===== config.mk =====
export PLATFORM = sky130hd
export DESIGN_NAME = mem_access_unit
export DESIGN_NICKNAME = d
export VERILOG_FILES = /design/src/rtl/mem_access_unit.sv
export SDC_FILE = /design/constraint.sdc
export NUM_CORES = 1
export LEC_CHECK = 0
export ABC_AREA = 1
export CORE_MARGIN = 1.5
export CORE_UTILIZATION = 47
export CTS_CLUSTER_DIAMETER = 150
export DETAILED_ROUTE_END_ITERATION = 7
export PLACE_DENSITY = 0.91
export SETUP_SLACK_MARGIN = 0.3
export SLEW_MARGIN = 40
export SYNTH_ARGS = -nofsm -noshare
export SYNTH_HDL_FRONTEND = slang
export SYNTH_SLANG_ARGS = --single-unit

===== constraint.sdc =====
create_clock -name clk -period 3.4 [get_ports clk]
set_input_delay 0.51 -clock clk [delete_from_list [all_inputs] [get_ports clk]]
set_output_delay 0.51 -clock clk [all_outputs]
set_load 0.01 [all_outputs]

===== src/rtl/mem_access_unit.sv =====
// MEM stage of the 5-stage MIPS pipeline: runs LW/LH/LB/SW/SH/SB on a req/ack data
// bus, stalls while an access is outstanding, and registers the MEM/WB result.

`ifndef ALU_OP_BUS_DEFS
`define ALU_OP_BUS_DEFS
`define AluOpBus   7:0
`define ALU_OP_NOP 8'b00000000
`define ALU_OP_ORI 8'b00100101
`define ALU_OP_ADD 8'b00100000
`define ALU_OP_LB  8'b11100000
`define ALU_OP_LH  8'b11100001
`define ALU_OP_LW  8'b11100011
`define ALU_OP_SB  8'b11101000
`define ALU_OP_SH  8'b11101001
`define ALU_OP_SW  8'b11101011
`endif

module mem_access_unit #(
  parameter int TIMEOUT = 255,
  parameter int CNT_W   = 8
) (
  input  logic             clk,
  input  logic             rst,
  input  logic [`AluOpBus] aluop_i,
  input  logic [4:0]       wd_i,
  input  logic             wreg_i,
  input  logic [31:0]      wdata_i,
  input  logic [31:0]      mem_addr_i,
  input  logic [31:0]      reg2_i,
  input  logic [31:0]      pc_i,
  input  logic [31:0]      dbus_rdata_i,
  input  logic             dbus_ack_i,
  output logic             dbus_req_o,
  output logic             dbus_we_o,
  output logic [31:0]      dbus_addr_o,
  output logic [3:0]       dbus_be_o,
  output logic [31:0]      dbus_wdata_o,
  output logic             stallreq_o,
  output logic [4:0]       wd_o,
  output logic             wreg_o,
  output logic [31:0]      wdata_o,
  output logic [31:0]      pc_o,
  output logic [1:0]       exc_o,
  output logic [31:0]      badvaddr_o
);

  // Handshake: dbus_req_o rises on the edge leaving IDLE and stays high, with
  // addr/we/be/wdata stable, until the edge on which dbus_ack_i=1 is sampled
  // (or the timeout fires); an ack seen in IDLE is ignored.

  typedef enum logic { S_IDLE = 1'b0, S_REQ = 1'b1 } state_t;

  localparam logic [1:0] SZ_NONE = 2'd0;
  localparam logic [1:0] SZ_BYTE = 2'd1;
  localparam logic [1:0] SZ_HALF = 2'd2;
  localparam logic [1:0] SZ_WORD = 2'd3;

  localparam logic [1:0] EXC_NONE = 2'b00;
  localparam logic [1:0] EXC_ADEL = 2'b01;
  localparam logic [1:0] EXC_ADES = 2'b10;
  localparam logic [1:0] EXC_BUS  = 2'b11;

  localparam logic [CNT_W:0] TO_LIM = (CNT_W + 1)'(TIMEOUT);

  function automatic logic [1:0] op_size(input logic [`AluOpBus] op);
    case (op)
      `ALU_OP_LB, `ALU_OP_SB: op_size = SZ_BYTE;
      `ALU_OP_LH, `ALU_OP_SH: op_size = SZ_HALF;
      `ALU_OP_LW, `ALU_OP_SW: op_size = SZ_WORD;
      default:                op_size = SZ_NONE;
    endcase
  endfunction

  function automatic logic op_is_store(input logic [`AluOpBus] op);
    op_is_store = (op == `ALU_OP_SB) || (op == `ALU_OP_SH) || (op == `ALU_OP_SW);
  endfunction

  function automatic logic [31:0] fmt_load(input logic [`AluOpBus] op,
                                            input logic [1:0] a,
                                            input logic [31:0] d);
    logic [15:0] h;
    logic [7:0]  b;
    h = a[1] ? d[31:16] : d[15:0];
    case (a)
      2'd0:    b = d[7:0];
      2'd1:    b = d[15:8];
      2'd2:    b = d[23:16];
      default: b = d[31:24];
    endcase
    case (op_size(op))
      SZ_BYTE: fmt_load = {{24{b[7]}}, b};
      SZ_HALF: fmt_load = {{16{h[15]}}, h};
      default: fmt_load = d;
    endcase
  endfunction

  state_t             state_q, state_d;
  logic [CNT_W-1:0]   cnt_q, cnt_d;
  logic [`AluOpBus]   op_q, op_d;
  logic [31:0]        vaddr_q, vaddr_d;
  logic               req_q, req_d;
  logic               we_q, we_d;
  logic [31:0]        addr_q, addr_d;
  logic [3:0]         be_q, be_d;
  logic [31:0]        bwdata_q, bwdata_d;
  logic [4:0]         wd_q, wd_d;
  logic               wreg_q, wreg_d;
  logic [31:0]        wdata_q, wdata_d;
  logic [31:0]        pc_q, pc_d;
  logic [1:0]         exc_q, exc_d;
  logic [31:0]        badvaddr_q, badvaddr_d;
  logic               stall;

  logic [1:0]         in_size;
  logic               in_is_mem;
  logic               in_is_store;
  logic               in_misaligned;
  logic [3:0]         in_be;
  logic [31:0]        in_bwdata;
  logic [CNT_W:0]     cnt_inc;
  logic               timeout_hit;

  always_comb begin
    in_size       = op_size(aluop_i);
    in_is_mem     = (in_size != SZ_NONE);
    in_is_store   = op_is_store(aluop_i);
    in_misaligned = ((in_size == SZ_HALF) && mem_addr_i[0]) ||
                    ((in_size == SZ_WORD) && (mem_addr_i[1:0] != 2'b00));
    case (in_size)
      SZ_BYTE: in_be = 4'b0001 << mem_addr_i[1:0];
      SZ_HALF: in_be = mem_addr_i[1] ? 4'b1100 : 4'b0011;
      SZ_WORD: in_be = 4'b1111;
      default: in_be = 4'b0000;
    endcase
    case (in_size)
      SZ_BYTE: in_bwdata = {4{reg2_i[7:0]}};
      SZ_HALF: in_bwdata = {2{reg2_i[15:0]}};
      default: in_bwdata = reg2_i;
    endcase
    cnt_inc     = {1'b0, cnt_q} + 1'b1;
    timeout_hit = (TIMEOUT != 0) && (state_q == S_REQ) && (cnt_inc == TO_LIM);
  end

  always_comb begin
    state_d    = state_q;
    cnt_d      = cnt_q;
    op_d       = op_q;
    vaddr_d    = vaddr_q;
    req_d      = req_q;
    we_d       = we_q;
    addr_d     = addr_q;
    be_d       = be_q;
    bwdata_d   = bwdata_q;
    // Writeback defaults to a bubble; each path overrides what it produces.
    wd_d       = 5'd0;
    wreg_d     = 1'b0;
    wdata_d    = 32'd0;
    pc_d       = pc_i;
    exc_d      = EXC_NONE;
    badvaddr_d = 32'd0;
    stall      = 1'b0;
    case (state_q)
      S_IDLE: begin
        if (!in_is_mem) begin
          wd_d    = wd_i;
          wreg_d  = wreg_i;
          wdata_d = wdata_i;
        end else if (in_misaligned) begin
          exc_d      = in_is_store ? EXC_ADES : EXC_ADEL;
          badvaddr_d = mem_addr_i;
        end else begin
          stall    = 1'b1;
          state_d  = S_REQ;
          cnt_d    = '0;
          op_d     = aluop_i;
          vaddr_d  = mem_addr_i;
          req_d    = 1'b1;
          we_d     = in_is_store;
          addr_d   = {mem_addr_i[31:2], 2'b00};
          be_d     = in_be;
          bwdata_d = in_bwdata;
        end
      end
      S_REQ: begin
        stall = ~dbus_ack_i & ~timeout_hit;
        if (dbus_ack_i) begin
          req_d   = 1'b0;
          state_d = S_IDLE;
          cnt_d   = '0;
          if (!op_is_store(op_q)) begin
            wd_d    = wd_i;
            wreg_d  = wreg_i;
            wdata_d = fmt_load(op_q, vaddr_q[1:0], dbus_rdata_i);
          end
        end else if (timeout_hit) begin
          req_d      = 1'b0;
          state_d    = S_IDLE;
          cnt_d      = '0;
          exc_d      = EXC_BUS;
          badvaddr_d = vaddr_q;
        end else begin
          cnt_d = cnt_inc[CNT_W-1:0];
        end
      end
      default: state_d = S_IDLE;
    endcase
  end

  always_ff @(posedge clk) begin
    if (rst) begin
      state_q    <= S_IDLE;
      cnt_q      <= '0;
      op_q       <= '0;
      vaddr_q    <= 32'd0;
      req_q      <= 1'b0;
      we_q       <= 1'b0;
      addr_q     <= 32'd0;
      be_q       <= 4'd0;
      bwdata_q   <= 32'd0;
      wd_q       <= 5'd0;
      wreg_q     <= 1'b0;
      wdata_q    <= 32'd0;
      pc_q       <= 32'd0;
      exc_q      <= EXC_NONE;
      badvaddr_q <= 32'd0;
    end else begin
      state_q    <= state_d;
      cnt_q      <= cnt_d;
      op_q       <= op_d;
      vaddr_q    <= vaddr_d;
      req_q      <= req_d;
      we_q       <= we_d;
      addr_q     <= addr_d;
      be_q       <= be_d;
      bwdata_q   <= bwdata_d;
      wd_q       <= wd_d;
      wreg_q     <= wreg_d;
      wdata_q    <= wdata_d;
      pc_q       <= pc_d;
      exc_q      <= exc_d;
      badvaddr_q <= badvaddr_d;
    end
  end

  assign dbus_req_o   = req_q;
  assign dbus_we_o    = we_q;
  assign dbus_addr_o  = addr_q;
  assign dbus_be_o    = be_q;
  assign dbus_wdata_o = bwdata_q;
  assign stallreq_o   = stall;
  assign wd_o         = wd_q;
  assign wreg_o       = wreg_q;
  assign wdata_o      = wdata_q;
  assign pc_o         = pc_q;
  assign exc_o        = exc_q;
  assign badvaddr_o   = badvaddr_q;

endmodule


==> run notes, run 1 <==
Physical implementation

In this run the critical path is formed by clkdlybuf4s50_1 -> inv_1 -> nor2_1 -> nand3_1 -> nor2_2 -> inv_2 -> nor2_1 -> inv_1 -> ha_1 -> inv_1 -> nand3_2 -> nand2_2 -> buf_6. The wire length after detailed routing is 27480 µm. The largest total area in the synthesized netlist belongs to sky130_fd_sc_hd__dfxtp_1. Once synthesis finished, the tally of register bits stood at 191. The number of buffers added by the clock tree synthesis step is 17. The sequential power is 2.34 mW. Summed over all routing layers, the global router reports a total usage of 27.57%. Setup slack closes at 0.4463 ns. The number of H-tree levels is 4. The power report puts the leakage power at 4.812 nW. The non-filler instance count after layout is 1678. The count of library flops with an enable pin is 0. The total combinational power is 0.619 mW. The script logs the ratio of routed vias to standard cells as 5.269. According to the timing report, the arrival time at the worst endpoint equals 2.44 ns. The switching part of the total power is 25.51%. The total placed cells including tap cells is 1641. The clock tree buffer depth is 2. The final weighted congestion in routability-driven placement is 0.9383. STA classifies the critical path endpoint as an output pin. The worst path uses 86.87% of the clock period. Looking at the power breakdown, combinational cells take 12.7% of the total. After synthesis, flip-flops and latches occupy 44.97% of the total area. The basic-gate share of the synthesized area counting and, or, nand and nor cells is 27.72%.

The area of the chip is 18910 µm². The tightest hold path in the finished design has a slack of 0.4660 ns. At the pin with the least slew margin, the transition time is 0.8426 ns.

The STA report counts the stages on the worst setup path as 13. Summing all placed instances gives a cell area of 11900 µm². Post-CTS repair ended up resizing 2 cells. The count of tool warnings is 32. The top cell type by instance count after synthesis is sky130_fd_sc_hd__nand2_1. After layout, the setup clock skew is reported as 0.009368 ns. The count of different cell masters after synthesis is 37. The count of yosys warnings during synthesis is 0. The chip area from the yosys synthesis statistics is 8503 µm². Of the post-synthesis cell area, the dominant cell type holds 44.97%.

In this run the vertical extent of the chip is 137.5 µm. For this design the top-level I/O count stands at 352. The insertion delay of the later-clocked pin in the worst-skew pair is 0.43 ns. The horizontal die dimension reported for this design is 137.5 µm. The cell sitting at the root of the clock tree is a sky130_fd_sc_hd__clkbuf_16. Per STA, the library cell used most along the worst path is sky130_fd_sc_hd__inv_1. The required time of the worst setup path is 2.89 ns. The flow ran to the end, and the final reports show no timing, DRC or antenna violations. The yosys stat cell total is 1143. Endpoints failing hold in the final report were tallied at 0. The analysis attributes to net switching a power of 1.241 mW. The fraction of layout instances using a drive strength above 1 is 10.28%. Per STA, the highest per-stage delay on the worst path measures 0.45 ns. The mean instance size in the synthesized netlist is 7.439 µm². The placed wire-length estimate is 19130 µm. Sequential cells account for 48.0% of the total power. Grouping stages by cell kind, the critical path spends the most delay in buffers and inverters. The via count of the first global-routing pass is 8072. The share of the core area taken by cells at floorplan is 47.66%. The area growth from synthesis to layout is 47.85%. The synthesized-area fraction occupied by xor and xnor cells is 0.1030%. The repair_antennas step left the layout with diodes totalling 0.

Setup repair after global routing left no endpoint under its margin. The CTS tree is yes.
## run 1: cell families (layout without fill, tap and decap cells)
| family | Yosys count | after routing |
|---|---|---|
| adders and majority gates | 9 | 9 |
| DFF | 191 | 191 |
| and+or+nand+nor | 538 | 538 |
| xor gates and xnor gates | 1 | 1 |
| buffers and inverters | 170 | 475 |
| other | 1 | 2 |
| AOI/OAI and AO/OA | 233 | 233 |
## run 1: placed cells by master, fill, tap and decap left out, drive strengths merged
master,count
inv,72
o221ai,1
clkbuf,20
o211ai,1
ha,9
a31oi,26
nand2,247
buf,25
nor3,3
nand4,4
xnor2,1
o21bai,2
conb,2
o21a,1
a21oi,114
clkinvlp,4
o22ai,1
nand3,70
o21ai,87
dfxtp,191
clkdlybuf4s50,347
nor2,214
clkinv,7
## run 1: area by class of cell
| type | count | area [µm²] |
|---|---|---|
| flip-flops and latches | 191 | 3824 |
| well taps | 229 | 286.5 |
| multi-input cells | 783 | 3876 |
| fillers | 1358 | 5269 |
| clock inverters | 14 | 125.1 |
| inverters | 69 | 266.5 |
| clock buffers | 18 | 429.2 |
| repair buffers | 374 | 3765 |
## run 1: worst paths after layout
kind	from	endpoint	slack [ns]
worst max-delay path	aluop_i[6]	stallreq_o	0.45
worst min-delay path	dbus_wdata_o[1]$_SDFFE_PP0P_	dbus_wdata_o[1]$_SDFFE_PP0P_	0.47
worst max register to register	op_q[4]$_SDFFE_PP0P_	wdata_o[18]$_SDFF_PP0_	0.64
worst min register to register	dbus_wdata_o[1]$_SDFFE_PP0P_	dbus_wdata_o[1]$_SDFFE_PP0P_	0.47
## run 1: metal layers
metal  global-route usage (%)  wire length [µm]
met1                    34.38             10890
met2                    45.56             13450
met3                    6.181              2119
met4                    12.16              1015
met5                        0                 0
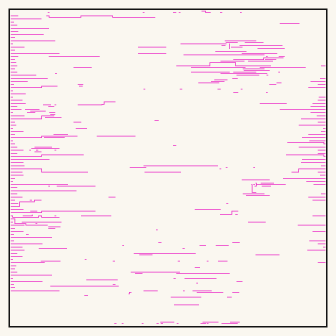
run_1/layer_met3.png
The layer carries 2120 µm of wire. The longest straight run is 35.0 µm. 229 nets have wire on it.

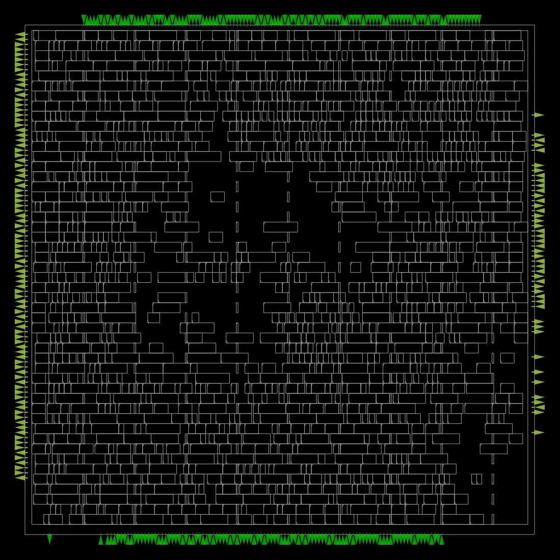
run_1/placement.png
floorplan core area: 17840 µm²
final core utilization: 70.47%
sequential cell count: 191

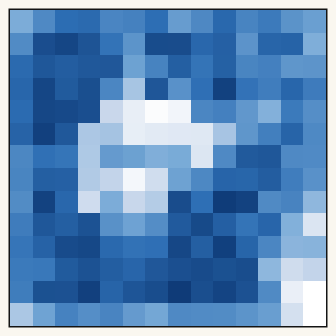
run_1/cell_density.png
14 x 14 tiles, from white (low) to dark blue (high), 0 to 100% covered.
The fullest tile reaches 96%. The mean over all tiles is 65%. 41% of the tiles are over 75% full. 1.0% of the tiles are nearly empty. The emptiest ninth of the die: centre.

run_1/clk_routes.png
Bar = 50 µm.
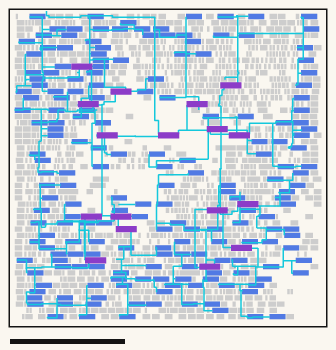

## Run 2: what changed since run 1
Settings changed: SKIP_CTS_REPAIR_TIMING from default to 1.
Clock period 3.4 ns to 3.7 ns, I/O delays scaled along.
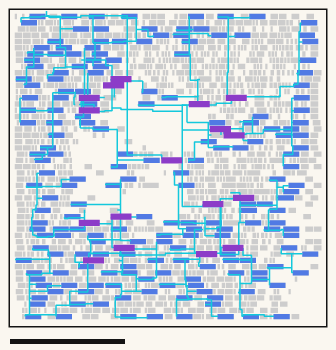
run_2/clk_routes.png
Bar = 50 µm.
Cyan shows clock wires, length 2230 µm. Blue shows flip-flops, count 191. Purple shows clock drivers, count 17.
Position of the flops: spread over the die.

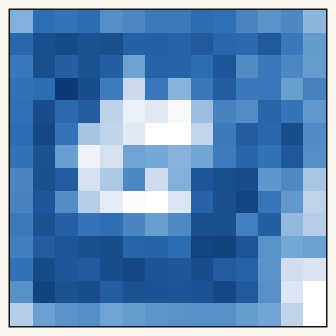
run_2/cell_density.png
14 x 14 tiles, from white (low) to dark blue (high), 0 to 100% covered.
The fullest tile reaches 96%. The emptiest ninth of the die: centre. 2.6% of the tiles are nearly empty. The mean over all tiles is 64%. 42% of the tiles are over 75% full.

==> run notes, run 2 <==
Physical implementation

The run finished with clean final reports. The leakage component of the power is 4.801 nW (-0.24%). The share of the clock period used by the worst path is 86.22%. The count of antenna diodes in the layout is 0 (unchanged). The max-slew check reports its worst relative slack as 48.15%. Per the final report, max-transition violations number 0. The synthesis report gives the async set-or-reset register share as 0%. The highest clock rate is 0.3135 GHz. The count of yosys warnings during synthesis is 0 (unchanged). Leaving out fill and tap cells, the most frequent cell in the layout is sky130_fd_sc_hd__clkdlybuf4s50_1. The switching part of the total power is 25.72% (+0.21 points).

The maximum cell stage delay along the critical path was 0.48 ns (+0.03 ns). The post-route clock skew was 0.01463 ns (+0.005264 ns). STA classifies the critical path startpoint as an input pin. The count of different cell masters after synthesis is 37 (unchanged). The CTS tree is yes. The portion of synthesized cell area occupied by the leading cell type is 44.97% (unchanged). The clock network fraction of total power is 39.8%. The most numerous cell on the critical path is sky130_fd_sc_hd__inv_1. The per-cell via count in the routed design is 5.203 (-1.3%). The worst IR drop on VDD is 0.0003197 V.

In the post-synthesis netlist, the cell with the most instances is sky130_fd_sc_hd__nand2_1. The smallest setup slack after layout is 0.5100 ns (+0.06370 ns). The total combinational power was 0.563 mW (-9.0%). The placed wire-length estimate came to 19160 µm (+0.19%). The required time of the worst setup path is 3.14 ns (+0.25 ns). The total placed cells including tap cells is 1639 (-0.12%). The boundary pin count is 352 (unchanged). The non-filler instance count after layout is 1671 (-0.42%).

Across all layers, the routed design uses 8694 vias. The yosys stat cell total is 1143 (unchanged). The tally of nets with antenna violations remaining after routing is 0. The critical path goes through clkdlybuf4s50_1 -> inv_1 -> nor2_1 -> nand3_1 -> nor2_2 -> inv_1 -> nor3_2 -> inv_1 -> ha_1 -> nand2_1 -> inv_1 -> o22ai_2 -> nand3_2 -> nand2_1 -> dlymetal6s2s_1.

The final layout contains 1615 nets. The power group with the highest consumption is sequential cells. The worst endpoint data arrival time is 2.64 ns (+0.20 ns). The cell area that synthesis handed to floorplanning was 8503 µm².

The largest individual stage delay along the critical path comes from the cell sky130_fd_sc_hd__clkdlybuf4s50_1. The fraction of layout instances using a drive strength above 1 is 9.293% (-0.99 points). Entering global routing, the biggest net connects 87 pins. The transition time at the pin with the least slew margin is 0.7755 ns (-0.06706 ns). The register share of total power is 47.7% (-0.3 points). The clock distribution power is 1.79 mW. The power spent charging and discharging nets is 1.157 mW (-6.7%). The number of antenna violations at the first check in global routing came to 0. The die width is 137.5 µm (unchanged). The total of buffers placed on input and output ports is 349. The tree is rooted in a sky130_fd_sc_hd__clkbuf_16. The power density over the cells is 361.0 nW/µm². The clock tree buffer depth came to 2 (unchanged). From synthesis to final layout, the design area changed by 46.59%. Yosys attributes the largest share of cell area to sky130_fd_sc_hd__dfxtp_1, sky130_fd_sc_hd__nand2_1, sky130_fd_sc_hd__nor2_1. The sequential power came to 2.14 mW (-8.5%).

The number of H-tree levels came to 4 (unchanged). The number of buffers added by the clock tree synthesis step is 17 (unchanged). By instance count after routing, the leading logic cell types are sky130_fd_sc_hd__clkdlybuf4s50_1, sky130_fd_sc_hd__nand2_1, sky130_fd_sc_hd__nor2_1. The synthesized instance count is 1143.

The count of tool warnings is 32 (unchanged). The global route stage reports its total congestion overflow as 0. The internal power summed over all cells is 3.342 mW.

The number of storage elements in the synthesis netlist is 191 (unchanged). For this run, the detailed router's first-pass iteration total came to 6. The vertical die dimension is 137.5 µm (unchanged). The final-layout fill cell count is 1384 (+1.9%). The proportion of synthesized chip area in sequential cells was 44.97% (unchanged). The CTS log lists the clock sinks for this run as 191.

Across the run, the number of max-cap violations was 0. The chip area from the yosys synthesis statistics was 8503 µm² (unchanged). The post-detailed-route DRC marker count is 0. For the final routed database, the setup TNS stands at 0 ns. The worst setup path category is input pin to output pin.

The kind of cell with the highest combined delay along the critical path is buffers and inverters. The shortest clock period the worst path allows after layout is 3.190 ns. The commonest register cell after synthesis is sky130_fd_sc_hd__dfxtp_1. The final standard cell utilization of the core came to 69.86% (-0.60 points). The count of library flops with an enable pin is 0 (unchanged). Setup repair after global routing left no endpoint under its margin.

The register area came to 3824 µm² (unchanged). The wire length of the first global-routing pass is 40910 µm. The kind of path behind the tightest hold check is flip-flop to flip-flop. Overall power consumption after layout is estimated at 4.499 mW. The clock transition at the registers of the reported paths is 0.07 ns.

The via count of the first global-routing pass came to 8065 (-0.087%). After synthesis, the most frequently instantiated cells are sky130_fd_sc_hd__nand2_1, sky130_fd_sc_hd__nor2_1, sky130_fd_sc_hd__dfxtp_1. The number of hold violations in the final report is 0 (unchanged). The proportion of power drawn by combinational gates is 12.5% (-0.2 points). The insertion delay of the later-clocked pin in the worst-skew pair is 0.43 ns (about the same). The starting density of the core is 47.66% (unchanged). In the final routed layout, each cell accounts on average for 16.12 µm.

Detailed-route iteration 0 reported a violation count of 658. The area of the chip is 18910 µm² (unchanged). Setup violations remaining at the end of the flow were counted as 0. The area used by multi-input combinational logic is 3842 µm² (-0.87%).

The final weighted congestion in routability-driven placement is 0.9530 (+1.6%). The mean instance size in the synthesized netlist is 7.439 µm² (unchanged). The floorplan row count is 49.

The biggest fanout along the worst timing path is 3. The worst setup path is captured at an output pin. The combined global-route utilization of all metal layers came to 27.73% (+0.17 points).

Before CTS, the worst setup slack after placement is 0.1303 ns. The placeable core area came to 17840 µm² (unchanged). The count of buffering cells on the critical path with inverters included is 6. The cell taking the most area after synthesis is sky130_fd_sc_hd__dfxtp_1. The wire length after detailed routing is 26940 µm (-1.9%).
[run 2: cell counts after synthesis]
Identical to the previous run, type by type.
[run 2: worst paths after layout]
path | start | end | slack [ns] | depth (start not counted)
max reg2reg | op_q[5]$_SDFFE_PP0P_ | wdata_o[23]$_SDFF_PP0_ | 0.94 | 12
min | op_q[4]$_SDFFE_PP0P_ | op_q[4]$_SDFFE_PP0P_ | 0.46 | 2
min reg2reg | op_q[4]$_SDFFE_PP0P_ | op_q[4]$_SDFFE_PP0P_ | 0.46 | 2
max | aluop_i[6] | stallreq_o | 0.51 | 15
[run 2: metrics by stage]
| step | hold WS (ns) | cell area [µm²] |
|---|---|---|
| after global routing | 0.4812 | 12460 |
| after global placement | 0.4436 | 11870 |
| final | 0.4583 | 12460 |
| after floorplan | 0.4290 | 8507 |
| after CTS | 0.4621 | 12450 |
| after detailed placement | 0.4507 | 11870 |
[run 2: layout make-up]
cell class | count | share of cell area [%]
inverter | 69 | 2.098
multi-input combinational | 783 | 30.83
timing repair buffer | 367 | 29.44
clock inverter | 14 | 1.215
tap | 229 | 2.299
clock buffer | 18 | 3.443
sequential | 191 | 30.68
[run 2: layer usage]
metal	global-route usage, %	share of wire, %	routed length [µm]
met1	33.85	39	10600
met2	46.11	49	13300
met3	7.726	8.2	2201
met4	11.11	3.1	839
met5	0	0	0
[run 2: cells by family (layout without fill, tap and decap cells)]
kind of cell / after synthesis / in the layout / share of synthesized area (%)
fa+ha+maj: 9 / 9 / 1.324
flops: 191 / 191 / 44.97
buf+inv: 170 / 468 / 10.17
compound gates: 233 / 233 / 15.67
other cells: 1 / 2 / 0.04410
xor+xnor: 1 / 1 / 0.1030
simple gates: 538 / 538 / 27.72
## Run 3: what changed since run 2
Settings changed: CTS_CLUSTER_SIZE from default to 16.
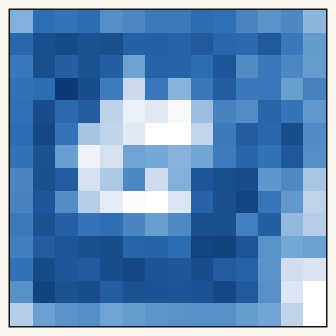
run_3/cell_density.png
14 x 14 tiles, from white (low) to dark blue (high), 0 to 100% covered.
The mean over all tiles is 64%. The emptiest ninth of the die: centre. 42% of the tiles are over 75% full. 2.6% of the tiles are nearly empty. The fullest tile reaches 96%.

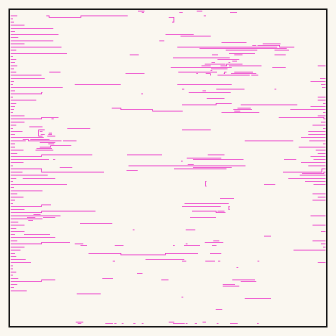
run_3/layer_met3.png
The longest straight run is 50.6 µm. The layer holds 8.2% of the routed length. The wires run mostly horizontal.

==> run notes, run 3 <==
Physical implementation

The flow ran to the end, and the final reports show no timing, DRC or antenna violations. The floorplan row count is 49 (unchanged). The portion of synthesized cell area occupied by the leading cell type is 44.97% (unchanged).

The final global-route overflow total was 0 (unchanged). The total standard cell area after synthesis came to 8503 µm² (unchanged). The proportion of synthesized chip area in sequential cells is 44.97% (unchanged). The wire length of the first global-routing pass is 40910 µm (unchanged). The worst-case headroom to the max-slew limit was 48.15% (unchanged).

The biggest fanout along the worst timing path was 3 (unchanged). The detailed-router iteration count before antenna repair is 6 (unchanged). The combined global-route utilization of all metal layers came to 27.73% (unchanged). The total placed cells including tap cells is 1639 (unchanged). The capture point of the worst reg-to-reg path is wdata_o[23]$_SDFF_PP0_. The met2 layer usage reported by global route is 46.11% (unchanged). The smallest setup slack after layout is 0.5100 ns (unchanged). The post-detailed-route DRC marker count came to 0 (unchanged). The count of library flops with an enable pin came to 0 (unchanged). The starting density of the core is 47.66% (unchanged). The global routing met1 resource utilization was 33.85% (unchanged). Global route summary, busiest routing layer listed as met2. The final hold slack is 0.4583 ns (unchanged). The power density over the cells is 361.0 nW/µm² (unchanged). The count of tool warnings was 32 (unchanged). The number of storage elements in the synthesis netlist is 191 (unchanged). The pre-CTS worst setup slack is 0.1303 ns (unchanged).

The clock tree buffer depth was 2 (unchanged). The kind of path behind the tightest hold check is flip-flop to flip-flop. The initial detailed-routing violation count came to 658 (unchanged).

The die width came to 137.5 µm (unchanged). The required time of the worst setup path is 3.14 ns (about the same). The max-slew violation count came to 0 (unchanged). The placed standard-cell area is 11870 µm² (unchanged). The count of yosys warnings during synthesis came to 0 (unchanged). The highest clock rate is 0.3135 GHz (unchanged). The vertical die dimension is 137.5 µm (unchanged). The endpoint with the worst hold slack is op_q[4]$_SDFFE_PP0P_. The top cell family by delay on the critical path is buffers and inverters.

The number of hold violations in the final report was 0 (unchanged). The post-route clock skew is 0.01463 ns (unchanged). The largest individual stage delay along the critical path comes from the cell sky130_fd_sc_hd__clkdlybuf4s50_1. The tally of nets with antenna violations remaining after routing was 0 (unchanged). The placed wire-length estimate is 19160 µm (unchanged).

The met3 wire length is 2201 µm (unchanged). Listed in order, past its start point the critical path passes clkdlybuf4s50_1 -> inv_1 -> nor2_1 -> nand3_1 -> nor2_2 -> inv_1 -> nor3_2 -> inv_1 -> ha_1 -> nand2_1 -> inv_1 -> o22ai_2 -> nand3_2 -> nand2_1 -> dlymetal6s2s_1. STA lists the startpoint of the worst hold path as op_q[4]$_SDFFE_PP0P_. The routing usage on met3 was 7.726% (unchanged). The chip area from the yosys synthesis statistics is 8503 µm² (unchanged).

The mean instance size in the synthesized netlist is 7.439 µm² (unchanged). The per-cell via count in the routed design is 5.203 (unchanged). The area growth from synthesis to layout is 46.59% (unchanged). The insertion delay of the later-clocked pin in the worst-skew pair came to 0.43 ns (about the same).

The boundary pin count is 352 (unchanged). The post-route cell area is 12460 µm² (unchanged). The count of different cell masters after synthesis is 37 (unchanged).

The worst IR drop on VDD is 0.0003197 V (unchanged). The worst setup path is captured at an output pin. The most numerous cell on the critical path is sky130_fd_sc_hd__inv_1. The most common cell in the synthesized netlist is sky130_fd_sc_hd__nand2_1.

The most used logic cell in the final layout is sky130_fd_sc_hd__clkdlybuf4s50_1. The worst hold path cell count is 2 (unchanged). The library cells used most frequently in the layout, excluding fill and tap cells, are sky130_fd_sc_hd__clkdlybuf4s50_1, sky130_fd_sc_hd__nand2_1, sky130_fd_sc_hd__nor2_1. The worst-case reg-to-reg path depth was 12 (unchanged). The leakage component of the power was 4.801 nW (unchanged). The routed metal-1 wirelength is 10600 µm (unchanged). The number of antenna violations at the first check in global routing is 0 (unchanged). The via count of the first global-routing pass is 8065 (unchanged). The setup TNS after final layout came to 0 ns (unchanged).

The net count of the finished layout is 1615 (unchanged). The total via count in the routed design is 8694 (unchanged). The total of buffers placed on input and output ports was 349 (unchanged).

The critical path in this run is classified as input pin to output pin. The biggest area contributor in the post-synthesis netlist is sky130_fd_sc_hd__dfxtp_1. The gate count of the mapped netlist is 1143 (unchanged). The area of the chip is 18910 µm² (unchanged).

The transition time at the pin with the least slew margin is 0.7755 ns (unchanged). The yosys stat cell total is 1143 (unchanged). Sorting the synthesized cells by how often they occur yields sky130_fd_sc_hd__nand2_1, sky130_fd_sc_hd__nor2_1, sky130_fd_sc_hd__dfxtp_1. The worst endpoint data arrival time is 2.64 ns (about the same). The fraction of synthesis flops using an asynchronous set or reset pin came to 0% (unchanged).

The shortest clock period the worst path allows after layout came to 3.190 ns (unchanged). The register-to-register path setup slack was 0.94 ns (about the same). The placeable core area came to 17840 µm² (unchanged). The maximum number of pins on one net before global-route repair is 87 (unchanged).

Setup repair after global routing left no endpoint under its margin. The clock tree root buffer cell is sky130_fd_sc_hd__clkbuf_16. The count of buffering cells on the critical path with inverters included came to 6 (unchanged). The final-layout fill cell count is 1384 (unchanged). The met2 layer wire length in the routed design is 13300 µm (unchanged). The commonest register cell after synthesis is sky130_fd_sc_hd__dfxtp_1. The fraction of layout instances using a drive strength above 1 came to 9.293% (unchanged). The non-filler instance count after layout was 1671 (unchanged).

The max-cap check violation count is 0 (unchanged). The element type at the critical path start is an input pin. The share of the clock period used by the worst path came to 86.22% (unchanged).

The final weighted congestion in routability-driven placement is 0.9530 (unchanged). The top routing layer in use is met4. The maximum cell stage delay along the critical path is 0.48 ns (about the same). The number of buffers added by the clock tree synthesis step is 17 (unchanged). The number of H-tree levels came to 4 (unchanged). In the post-synthesis netlist, the biggest area contributors are sky130_fd_sc_hd__dfxtp_1, sky130_fd_sc_hd__nand2_1, sky130_fd_sc_hd__nor2_1. The count of endpoints failing setup in the final report was 0 (unchanged). The clock sink count is 191 (unchanged). The wire length after detailed routing came to 26940 µm (unchanged).

The clock transition at the registers of the reported paths is 0.07 ns (about the same). The startpoint identified for the worst register-to-register timing path is op_q[5]$_SDFFE_PP0P_. The CTS tree is yes. The count of antenna diodes in the layout is 0 (unchanged). The wire length per cell came to 16.12 µm (unchanged).
run 3: cell counts in the layout (fill, tap and decap cells not counted):
Identical to the previous run, type by type.
run 3: cell families after synthesis:
kind of cell | share of synthesized area [%]
AND/OR/NAND/NOR | 27.72
AND-OR/OR-AND | 15.67
flip-flops | 44.97
buffers and inverters | 10.17
adder cells (fa/ha/maj) | 1.324
XOR/XNOR | 0.1030
other | 0.04410
run 3: worst max path at each step:
stage	from	end	slack [ns]	depth (start not counted)
floorplan	aluop_i[6]	stallreq_o	0.91	14
global placement	aluop_i[6]	stallreq_o	0.18	15
detailed placement	aluop_i[6]	stallreq_o	0.13	15
CTS	aluop_i[6]	stallreq_o	0.13	15
global route	aluop_i[6]	dbus_wdata_o[17]$_SDFFE_PP0P_	0.34	17
finish	aluop_i[6]	stallreq_o	0.51	15
run 3: power by group:
| group | internal [mW] | switching, mW | total, mW | leakage (nW) |
|---|---|---|---|---|
| clock network | 0.902 | 0.890 | 1.79 | 0.279 |
| registers | 2.12 | 0.0261 | 2.14 | 1.56 |
| logic | 0.322 | 0.242 | 0.563 | 2.96 |
run 3: metrics by stage:
stage	total power [mW]	util, %
after floorplan	2.389	-
after global placement	2.741	66.52
after detailed placement	2.752	66.55
after CTS	4.531	69.81
after global routing	4.663	69.86
final	4.499	69.86
run 3: final cells by class:
cell class,count,area [µm²],share of cell area (%)
Clock buffer,18,429.2,3.443
Clock inverter,14,151.4,1.215
Inverter,69,261.5,2.098
Multi-Input combinational cell,783,3842,30.83
Sequential cell,191,3824,30.68
Tap cell,229,286.5,2.299
Timing Repair Buffer,367,3670,29.44
No activity file was given, so power comes from the tool's default toggle rates.
